$ cat src/rtl/vga_pix_source_pkg.sv
// Shared definitions for the VGA pixel source: 640x480@60 timing, RGB 3-3-2 colours,
// prime FSM encoding and raster-position helpers.
package vga_pix_source_pkg;

  localparam int unsigned VgaHActive = 640;
  localparam int unsigned VgaHFp     = 16;
  localparam int unsigned VgaHSync   = 96;
  localparam int unsigned VgaHBp     = 48;
  localparam int unsigned VgaHTotal  = VgaHActive + VgaHFp + VgaHSync + VgaHBp;
  localparam int unsigned VgaVActive = 480;
  localparam int unsigned VgaVFp     = 10;
  localparam int unsigned VgaVSync   = 2;
  localparam int unsigned VgaVBp     = 33;
  localparam int unsigned VgaVTotal  = VgaVActive + VgaVFp + VgaVSync + VgaVBp;

  localparam logic [7:0] ColRed   = 8'hE0;
  localparam logic [7:0] ColGreen = 8'h1C;
  localparam logic [7:0] ColBlue  = 8'h03;
  localparam logic [7:0] ColWhite = 8'hFF;
  localparam logic [7:0] ColBlack = 8'h00;

  localparam int unsigned CntW = 10;
  typedef logic [CntW-1:0] cnt_t;

  typedef struct packed {
    cnt_t h;
    cnt_t v;
  } pos_t;

  typedef enum logic [2:0] {StPrime0, StPwait0, StPrime1, StPwait1, StRun} state_e;

  // Raster-order successor of a position, wrapping at line and frame ends.
  function automatic pos_t pos_inc(pos_t p, int unsigned h_tot, int unsigned v_tot);
    pos_t n;
    n = p;
    if (p.h == cnt_t'(h_tot - 1)) begin
      n.h = '0;
      n.v = (p.v == cnt_t'(v_tot - 1)) ? '0 : p.v + cnt_t'(1);
    end else begin
      n.h = p.h + cnt_t'(1);
    end
    return n;
  endfunction

  function automatic logic pos_active(pos_t p, int unsigned h_act, int unsigned v_act);
    return (p.h < cnt_t'(h_act)) && (p.v < cnt_t'(v_act));
  endfunction

endpackage

$ cat src/rtl/vga_pix_source_timing_core.sv
// Pixel divider, H/V raster counters, registered sync/VideoOn decode and the
// one- and two-pixel lookahead flags used by the memory prefetch.
module vga_pix_source_timing_core
  import vga_pix_source_pkg::*;
#(
  parameter int unsigned HActive = VgaHActive,
  parameter int unsigned HFp     = VgaHFp,
  parameter int unsigned HSync   = VgaHSync,
  parameter int unsigned HBp     = VgaHBp,
  parameter int unsigned VActive = VgaVActive,
  parameter int unsigned VFp     = VgaVFp,
  parameter int unsigned VSync   = VgaVSync,
  parameter int unsigned VBp     = VgaVBp,
  parameter int unsigned ClkDiv  = 2
) (
  input  logic            clk_i,
  input  logic            rst_ni,
  input  logic            en_i,
  input  logic            start_i,
  output logic            tick_o,
  output logic [CntW-1:0] h_o,
  output logic [CntW-1:0] v_o,
  output logic            hsync_o,
  output logic            vsync_o,
  output logic            video_on_o,
  output logic            nxt_active_o,
  output logic            la_active_o,
  output logic            la_origin_o
);

  localparam int unsigned HTot = HActive + HFp + HSync + HBp;
  localparam int unsigned VTot = VActive + VFp + VSync + VBp;
  localparam int unsigned DivW = $clog2(ClkDiv);

  logic [DivW-1:0] div_q, div_d;
  pos_t            pos_q, pos_d, pos1, pos2;
  logic            hsync_q, hsync_d, vsync_q, vsync_d, video_on_q, video_on_d;

  always_comb begin
    pos1         = pos_inc(pos_q, HTot, VTot);
    pos2         = pos_inc(pos1, HTot, VTot);
    tick_o       = en_i && (div_q == DivW'(ClkDiv - 1));
    nxt_active_o = pos_active(pos1, HActive, VActive);
    la_active_o  = pos_active(pos2, HActive, VActive);
    la_origin_o  = (pos2 == '0);

    div_d      = div_q;
    pos_d      = pos_q;
    hsync_d    = hsync_q;
    vsync_d    = vsync_q;
    video_on_d = video_on_q;
    if (en_i) begin
      div_d = tick_o ? '0 : div_q + DivW'(1);
    end
    // Sync and VideoOn describe the position the counters move to on this edge.
    if (tick_o) begin
      pos_d      = pos1;
      hsync_d    = !((pos1.h >= cnt_t'(HActive + HFp)) && (pos1.h < cnt_t'(HActive + HFp + HSync)));
      vsync_d    = !((pos1.v >= cnt_t'(VActive + VFp)) && (pos1.v < cnt_t'(VActive + VFp + VSync)));
      video_on_d = nxt_active_o;
    end else if (start_i) begin
      video_on_d = pos_active(pos_q, HActive, VActive);
    end
  end

  always_ff @(posedge clk_i or negedge rst_ni) begin
    if (!rst_ni) begin
      div_q      <= '0;
      pos_q      <= '0;
      hsync_q    <= 1'b1;
      vsync_q    <= 1'b1;
      video_on_q <= 1'b0;
    end else begin
      div_q      <= div_d;
      pos_q      <= pos_d;
      hsync_q    <= hsync_d;
      vsync_q    <= vsync_d;
      video_on_q <= video_on_d;
    end
  end

  assign h_o        = pos_q.h;
  assign v_o        = pos_q.v;
  assign hsync_o    = hsync_q;
  assign vsync_o    = vsync_q;
  assign video_on_o = video_on_q;

endmodule

$ cat src/rtl/vga_pix_source.sv
// VGA pixel source: raster timing plus a frame-memory reader that primes two pixels and
// then prefetches one pixel ahead so PixData lines up with the counters.
module vga_pix_source
  import vga_pix_source_pkg::*;
#(
  parameter int unsigned H_ACTIVE = VgaHActive,
  parameter int unsigned H_FP     = VgaHFp,
  parameter int unsigned H_SYNC   = VgaHSync,
  parameter int unsigned H_BP     = VgaHBp,
  parameter int unsigned V_ACTIVE = VgaVActive,
  parameter int unsigned V_FP     = VgaVFp,
  parameter int unsigned V_SYNC   = VgaVSync,
  parameter int unsigned V_BP     = VgaVBp,
  parameter int unsigned CLK_DIV  = 2,
  parameter int unsigned MEM_LAT  = 1,
  parameter int unsigned ADDR_W   = 19
) (
  input  logic              clk,
  input  logic              rst_n,
  output logic [CntW-1:0]   Hcounter,
  output logic [CntW-1:0]   Vcounter,
  output logic              HSync,
  output logic              VSync,
  output logic              VideoOn,
  output logic [7:0]        PixData,
  output logic              MemRdEn,
  output logic [ADDR_W-1:0] MemAddr,
  input  logic [7:0]        MemRdData
);

  state_e             state_q;
  logic               rd_en_q;
  logic [ADDR_W-1:0]  rd_addr_q, addr_cnt_q, la_addr;
  logic [7:0]         pix_q, pref_q;
  logic [MEM_LAT-1:0] pend_q;
  logic               cap, start, tick, nxt_active, la_active, la_origin;

  // pend_q tracks outstanding reads; the top bit marks the cycle their data is valid.
  assign cap     = pend_q[MEM_LAT-1];
  assign start   = (state_q == StPwait1) && cap;
  assign la_addr = la_origin ? '0 : addr_cnt_q;

  vga_pix_source_timing_core #(
    .HActive(H_ACTIVE),
    .HFp    (H_FP),
    .HSync  (H_SYNC),
    .HBp    (H_BP),
    .VActive(V_ACTIVE),
    .VFp    (V_FP),
    .VSync  (V_SYNC),
    .VBp    (V_BP),
    .ClkDiv (CLK_DIV)
  ) u_timing (
    .clk_i       (clk),
    .rst_ni      (rst_n),
    .en_i        (state_q == StRun),
    .start_i     (start),
    .tick_o      (tick),
    .h_o         (Hcounter),
    .v_o         (Vcounter),
    .hsync_o     (HSync),
    .vsync_o     (VSync),
    .video_on_o  (VideoOn),
    .nxt_active_o(nxt_active),
    .la_active_o (la_active),
    .la_origin_o (la_origin)
  );

  always_ff @(posedge clk or negedge rst_n) begin
    if (!rst_n) begin
      state_q    <= StPrime0;
      rd_en_q    <= 1'b0;
      rd_addr_q  <= '0;
      addr_cnt_q <= '0;
      pix_q      <= '0;
      pref_q     <= '0;
      pend_q     <= '0;
    end else begin
      rd_en_q <= 1'b0;
      pend_q  <= (pend_q << 1) | MEM_LAT'(rd_en_q);
      unique case (state_q)
        StPrime0: begin
          rd_en_q   <= 1'b1;
          rd_addr_q <= '0;
          state_q   <= StPwait0;
        end
        StPwait0: begin
          if (cap) begin
            pix_q   <= MemRdData;
            state_q <= StPrime1;
          end
        end
        StPrime1: begin
          rd_en_q   <= 1'b1;
          rd_addr_q <= ADDR_W'(1);
          state_q   <= StPwait1;
        end
        StPwait1: begin
          if (cap) begin
            pref_q     <= MemRdData;
            addr_cnt_q <= ADDR_W'(2);
            state_q    <= StRun;
          end
        end
        StRun: begin
          if (cap) pref_q <= MemRdData;
          if (tick) begin
            // With MEM_LAT == CLK_DIV-1 the data lands on the tick edge itself.
            pix_q <= nxt_active ? (cap ? MemRdData : pref_q) : ColBlack;
            if (la_active) begin
              rd_en_q    <= 1'b1;
              rd_addr_q  <= la_addr;
              addr_cnt_q <= la_addr + ADDR_W'(1);
            end
          end
        end
        default: state_q <= StPrime0;
      endcase
    end
  end

  assign MemRdEn = rd_en_q;
  assign MemAddr = rd_addr_q;
  assign PixData = pix_q;

endmodule

$ cat config.mk
export PLATFORM = sky130hd
export DESIGN_NAME = vga_pix_source
export DESIGN_NICKNAME = d
export VERILOG_FILES = /design/src/rtl/vga_pix_source_pkg.sv /design/src/rtl/vga_pix_source_timing_core.sv /design/src/rtl/vga_pix_source.sv
export SDC_FILE = /design/constraint.sdc
export NUM_CORES = 1
export LEC_CHECK = 0
export CORE_AREA = 2 2 134 162
export DETAILED_ROUTE_END_ITERATION = 8
export DIE_AREA = 0 0 136 164
export PLACE_DENSITY = 0.43
export SYNTH_ARGS = -nofsm -noshare
export SYNTH_HDL_FRONTEND = slang
export SYNTH_SLANG_ARGS = --single-unit
$ cat constraint.sdc
create_clock -name clk -period 5.9 [get_ports clk]
set_input_delay 1.18 -clock clk [delete_from_list [all_inputs] [get_ports clk]]
set_output_delay 1.18 -clock clk [all_outputs]
set_load 0.01 [all_outputs]
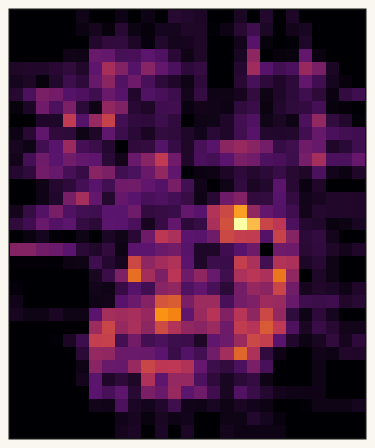
run_1/route_heat.png
The die is cut into 27 by 33 equal tiles; black is low, pale yellow is high, scaled to the fullest tile. Values are wire area over tile area, all layers added.
mean over tiles	0.10
emptiest ninth of the die	bottom left
fullest tile	0.67
nearly empty tiles	23%
tiles over half the peak	3.8%
via count: 4,443
final WL: 14,700 µm
GRT Resource Usage Total: 13.7%

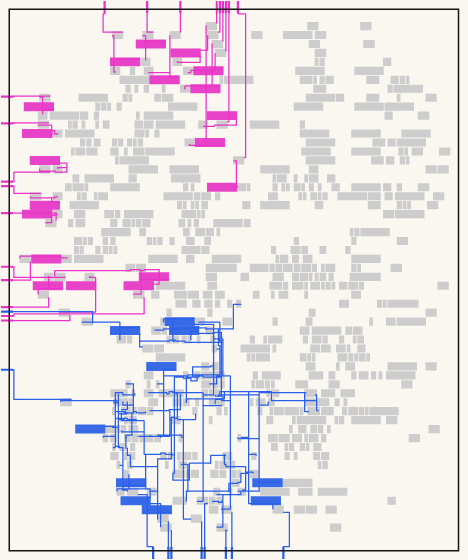
run_1/port_trees.png
port	color	bits	direction	edge	end cells	buffers	wire
MemAddr	magenta	19	output	10 left, 9 top	19	19	664 µm
Hcounter	blue	10	output	8 bottom, 2 left	10	11	1,260 µm

==> results.tsv, run 1 <==
stage	metric	value	unit
global_routing	GR Util met3	2.41	%
yosys	Top logic family	AND-OR/OR-AND gates	
outcome	outcome	finished clean	
power_and_ir_drop	Max VDD drop	161	µV
place	# port buffers	60	
sta	Worst Slack Setup Final	618	ps
yosys	Yosys chip area	5120	µm²
setup_path	worst r2r path cells	24	
finish	Inverters, non-clock	26	
sta	Fmax	189	MHz
finish	combinational share of cell area	44.4	%
setup_path	nature of the critical path startpoint	flip-flop	
power_and_ir_drop	clock power share	47.6	%
global_routing	gr busiest metal	met2	
power_and_ir_drop	Pint	881	µW
place	Area after DPL	5940	µm²
routing	antenna viol nets, final	0	
yosys	Synth cell types	76	
yosys	Synth flops	83	
power_and_ir_drop	P_clk	555	µW
power_and_ir_drop	net switching power	283	µW
global_routing	largest net degree at the start of global routing	49	
die	Initial Util	24.7	%
sta	Hold WS	394	ps
sta	Final Max Tran Viols	0	
yosys	Avg Cell Area, Syn	9.12	µm²
yosys	Multiplexer share	2.76	%
routing	drt initial violations	286	
setup_path	Setup crit end	addr_cnt_q[18]	
die	die area	22300	µm²
finish	Final #Nets	621	
sta	Final min period	5280	ps
setup_path	Crit Path Class	reg -> reg	
hold_path	WHS Endpoint	cap	
routing	metal3 WL	655	µm
sta	setup TNS	0	ps
finish	commonest cells after routing, fill and taps aside	dfrtp_1, clkdlybuf4s50_1, nand2_1	
setup_path	slowest cell on the critical path	dfrtp_1	
routing	Routed WL per cell	16.8	µm
finish	final-layout non-clock buffer area share	10.7	%
die	die width	136	µm
finish	Non-clk bufs	69	
sta	Worst-Margin Slew	1020	ps
power_and_ir_drop	total power divided by cell area	187	nW/µm²
power_and_ir_drop	Logic power comb	32.6	µW
place	Place WS	528	ps
power_and_ir_drop	register share of total power	49.6	%
place	dpl cells	863	
power_and_ir_drop	Power Total	1160	µW
flow_run	OpenROAD warning count	29	
clocking	CTS Buf Count	9	
finish	Comb gate area	2760	µm²
sta	Hold Violations, Final	0	
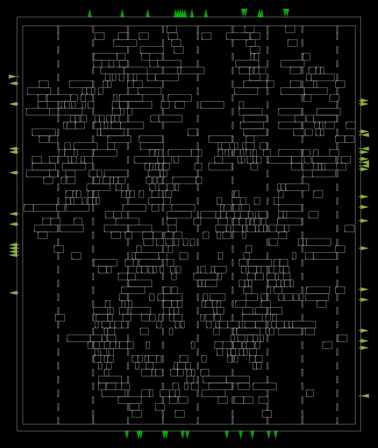
run_1/placed.png
FFs & Latches: 83
flop share of the area: 33.4%

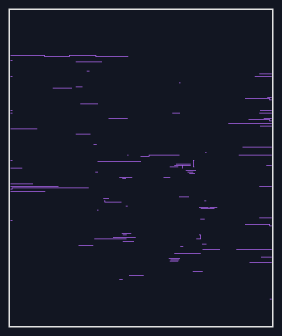
run_1/m3.png
longest straight run	39.6 µm
nets with wire on the layer	70
main direction	horizontal
wire length on this layer	656 µm

run_1/ff_map.png
Other sequential cells in the stronger gray, the rest of the logic in the fainter gray.
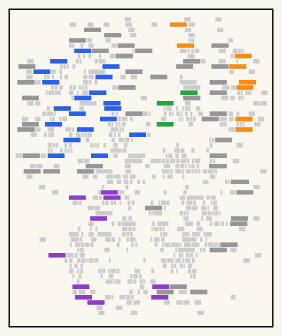

--- run 2 (diff from run 1) ---
Settings changed: CELL_PAD_IN_SITES_DETAIL_PLACEMENT set to 0, CELL_PAD_IN_SITES_GLOBAL_PLACEMENT set to 2, PLACE_DENSITY 0.43 to 0.61, SETUP_SLACK_MARGIN set to 0.15.
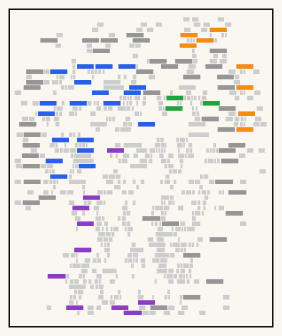
run_2/ff_map.png
Other sequential cells in the stronger gray, the rest of the logic in the fainter gray.
netlist name	color	flops
u_timing.h_o	purple	10
state_q	green	3
addr_cnt_q	blue	19
PixData	orange	8
Layout Utilization: 30.5%
Seq power: 577 µW
register area: 2080 µm²
flop share of the area: 32.9%

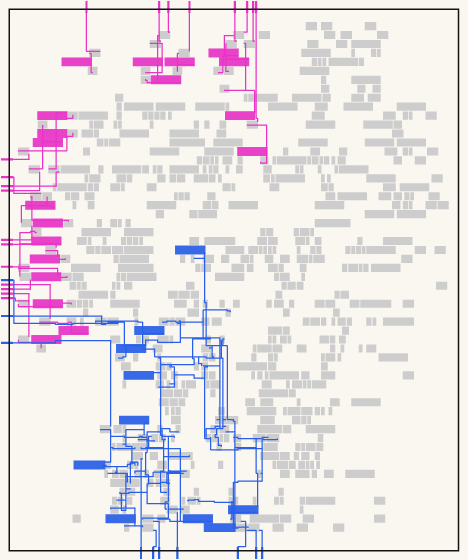
run_2/port_trees.png
port	color	bits	direction	edge	end cells	buffers	wire
Hcounter	blue	10	output	7 bottom, 3 left	10	11	1,160 µm
MemAddr	magenta	19	output	11 left, 8 top	19	19	608 µm
I/O pin total: 61
# port buffers: 60

==> results.tsv, run 2 <==
stage	metric	value	unit
outcome	outcome	finished clean	
power_and_ir_drop	clock power share	53.4	%
place	dpl cells	865	
global_routing	largest net degree at the start of global routing	62	
yosys	Yosys chip area	5120	µm²
power_and_ir_drop	Pwr top	the clock network	
setup_path	Crit path depth	25	
sta	Final Max Tran Viols	0	
finish	Inverters, non-clock	26	
yosys	Avg Cell Area, Syn	9.12	µm²
finish	final-layout non-clock buffer area share	10.8	%
power_and_ir_drop	Max VDD drop	158	µV
global_routing	GRT Resource Usage Total	14.3	%
finish	Comb gate area	2770	µm²
setup_path	Setup crit end	addr_cnt_q[18]	
finish	Non-clk bufs	71	
yosys	Multiplexer share	2.76	%
power_and_ir_drop	register share of total power	44.2	%
hold_path	WHS Endpoint	cap	
yosys	Top logic family	AND-OR/OR-AND gates	
global_routing	gr busiest metal	met2	
yosys	Synth flops	83	
routing	via count	4393	
setup_path	slowest cell on the critical path	dfrtp_1	
die	die width	136	µm
sta	Worst-Margin Slew	1030	ps
sta	Hold Violations, Final	0	
die	Initial Util	24.7	%
place	Area after DPL	5950	µm²
finish	Final #Nets	623	
finish	FFs & Latches	83	
routing	drt initial violations	306	
power_and_ir_drop	net switching power	295	µW
routing	Routed WL per cell	17.2	µm
power_and_ir_drop	Logic power comb	32.3	µW
power_and_ir_drop	Power Total	1310	µW
clocking	CTS Buf Count	9	
power_and_ir_drop	Pint	1010	µW
yosys	yosys aoi share	22.5	%
power_and_ir_drop	total power divided by cell area	206	nW/µm²
yosys	Synth cell types	76	
setup_path	nature of the critical path startpoint	flip-flop	
power_and_ir_drop	P_clk	697	µW
sta	Worst Slack Setup Final	864	ps
finish	commonest cells after routing, fill and taps aside	dfrtp_1, clkdlybuf4s50_1, nand2_1	
setup_path	Crit Path Class	reg -> reg	
flow_run	OpenROAD warning count	29	
die	die area	22300	µm²
setup_path	worst r2r path cells	25	
global_routing	GR Util met3	2.81	%
sta	Fmax	199	MHz
sta	setup TNS	0	ps
sta	Final min period	5040	ps
place	Place WS	612	ps
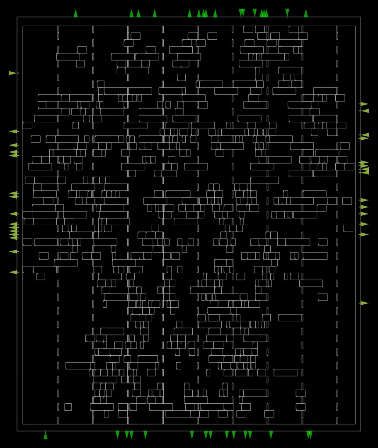
run_2/placed.png
Tapcells: 270
Filler cells: 2,203
Finished Layout Cells: 881
Rows: 58
Core Area: 20,800 µm²

run_2/route_heat.png
The die is cut into 27 by 33 equal tiles; black is low, pale yellow is high, scaled to the fullest tile. Values are wire area over tile area, all layers added.
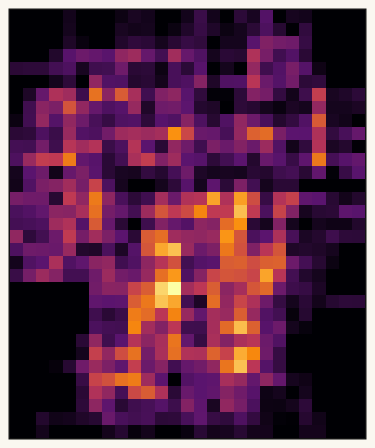

--- run 3 (diff from run 2) ---
Settings changed: CORE_AREA 2 2 134 162 to 2 2 117 141, DIE_AREA 0 0 136 164 to 0 0 119 143, PLACE_DENSITY 0.61 to 0.81, SYNTH_HIERARCHICAL set to 1.
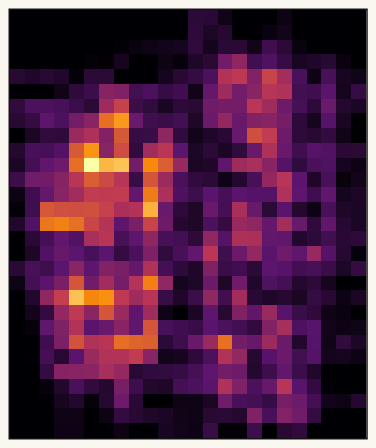
run_3/route_heat.png
The die is cut into 24 by 29 equal tiles; black is low, pale yellow is high, scaled to the fullest tile. Values are wire area over tile area, all layers added.
nearly empty tiles	18%
mean over tiles	0.14
densest ninth of the die	left middle
fullest tile	0.68
tiles over half the peak	7.3%

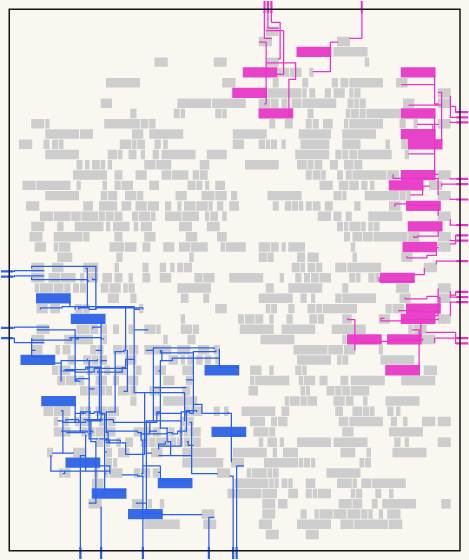
run_3/port_trees.png
port	color	bits	direction	edge	end cells	buffers	wire
Hcounter	blue	10	output	6 bottom, 4 left	10	10	1,120 µm
MemAddr	magenta	19	output	15 right, 4 top	19	19	423 µm

==> results.tsv, run 3 <==
stage	metric	value	unit
outcome	outcome	finished clean	
sta	Fmax	195	MHz
sta	Final Skew	10.4	ps
die	die width	119	µm
flow_run	max_cap viols	0	
sta	Worst-Margin Slew	1100	ps
flow_run	OpenROAD warning count	29	
power_and_ir_drop	Pint	943	µW
finish	Finished Layout Cells	858	
yosys	yosys aoi share	20.9	%
setup_path	worst-path fanout max	15	
power_and_ir_drop	Max VDD drop	123	µV
global_routing	GR Util met3	4.03	%
finish	Non-clk bufs	62	
power_and_ir_drop	total power divided by cell area	190	nW/µm²
yosys	Multiplexer share	2.04	%
clocking	TritonCTS clock tree	yes	
setup_path	Setup crit end	addr_cnt_q[16]	
setup_path	cell chain of the critical path	ha_1, and4_1, nand3_1, nor4_1, xor2_1, o21ai_0, xor2_1, o21a_1, o211a_1, nor2b_1, ha_1, and4_1, nand3_2, or4_1, nand3_1	
power_and_ir_drop	Seq power	577	µW
finish	# diodes	0	
global_routing	GRT Resource Usage Total	18.2	%
routing	DR vias/cell	5.53	
die	I/O pin total	61	
routing	drt initial violations	292	
global_routing	largest net degree at the start of global routing	84	
place	dpl cells	842	
power_and_ir_drop	clock power share	49.3	%
power_and_ir_drop	Power Total	1210	µW
yosys	Synth flops	83	
setup_path	Crit Path Class	reg -> reg	
place	Area after DPL	6060	µm²
place	routability cong.	0.888	
routing	wl on met1	6880	µm
clocking	clk buf depth	2	
setup_path	slowest cell on the critical path	and4_1	
power_and_ir_drop	register share of total power	47.8	%
yosys	Synth Flop Type	dfrtp_1	
yosys	synthesized area	5390	µm²
finish	Comb gates	467	
sta	Worst Slack Setup Final	765	ps
finish	commonest cells after routing, fill and taps aside	dfrtp_1, nand2_1, o21ai_0	
place	# port buffers	60	
sta	Hold WS	379	ps
sta	setup TNS	0	ps
yosys	Synth cell types	85	
routing	antenna viol nets, final	0	
setup_path	nature of the critical path startpoint	flip-flop	
power_and_ir_drop	P_clk	596	µW
die	Initial Util	34.6	%
yosys	Syn Nets	634	
clocking	clock edge transition at the registers on the reported setup and hold paths	60	ps
finish	Inverters, non-clock	22	
finish	area grow syn2layout	18.1	%
yosys	largest cells by area after synthesis	dfrtp_1, o21ai_0, nand2_1	
hold_path	WHS Endpoint	cap	
routing	Routed WL per cell	17.5	µm
setup_path	Crit path depth	15	
setup_path	worst r2r path cells	15	
finish	FFs & Latches	83	
clocking	CTS Buf Count	9	
finish	Layout Utilization	40.9	%
place	Place WS	875	ps
routing	via count	4748	
routing	metal3 WL	585	µm
global_routing	gr busiest metal	met2	
power_and_ir_drop	Pwr top	the clock network	
sta	Final min period	5140	ps
finish	combinational share of cell area	47.4	%
yosys	Avg Cell Area, Syn	8.74	µm²
finish	Final #Nets	662	
finish	register area	2080	µm²
yosys	Top logic family	simple AND/OR/NAND/NOR gates	
clocking	Setup Buffers After CTS	0	
setup_path	worst path buffer plus inverter count	0	
finish	clock-cell share of area	4.91	%
global_routing	initial antenna violation count	0	
power_and_ir_drop	Logic power comb	35.7	µW
yosys	Yosys chip area	5390	µm²
die	die area	17000	µm²
sta	Final Max Tran Viols	0	
sta	Hold Violations, Final	0	
finish	final-layout non-clock buffer area share	9.63	%
routing	final WL	15000	µm
setup_path	CP top delay family	simple AND/OR/NAND/NOR gates	
finish	Comb gate area	3020	µm²
power_and_ir_drop	net switching power	266	µW
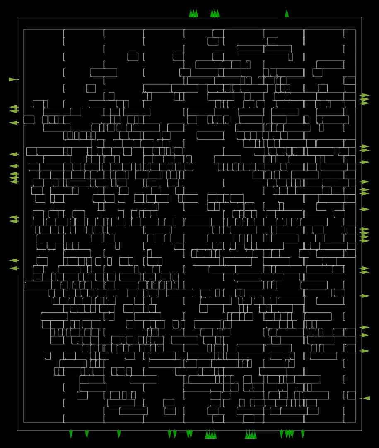
run_3/placed.png
Filler cells: 1,561
Core Area: 15,600 µm²
Rows: 50
flop share of the area: 32.7%
Tapcells: 208

Power figures rest on the tool's default switching activity, not on a simulated workload.
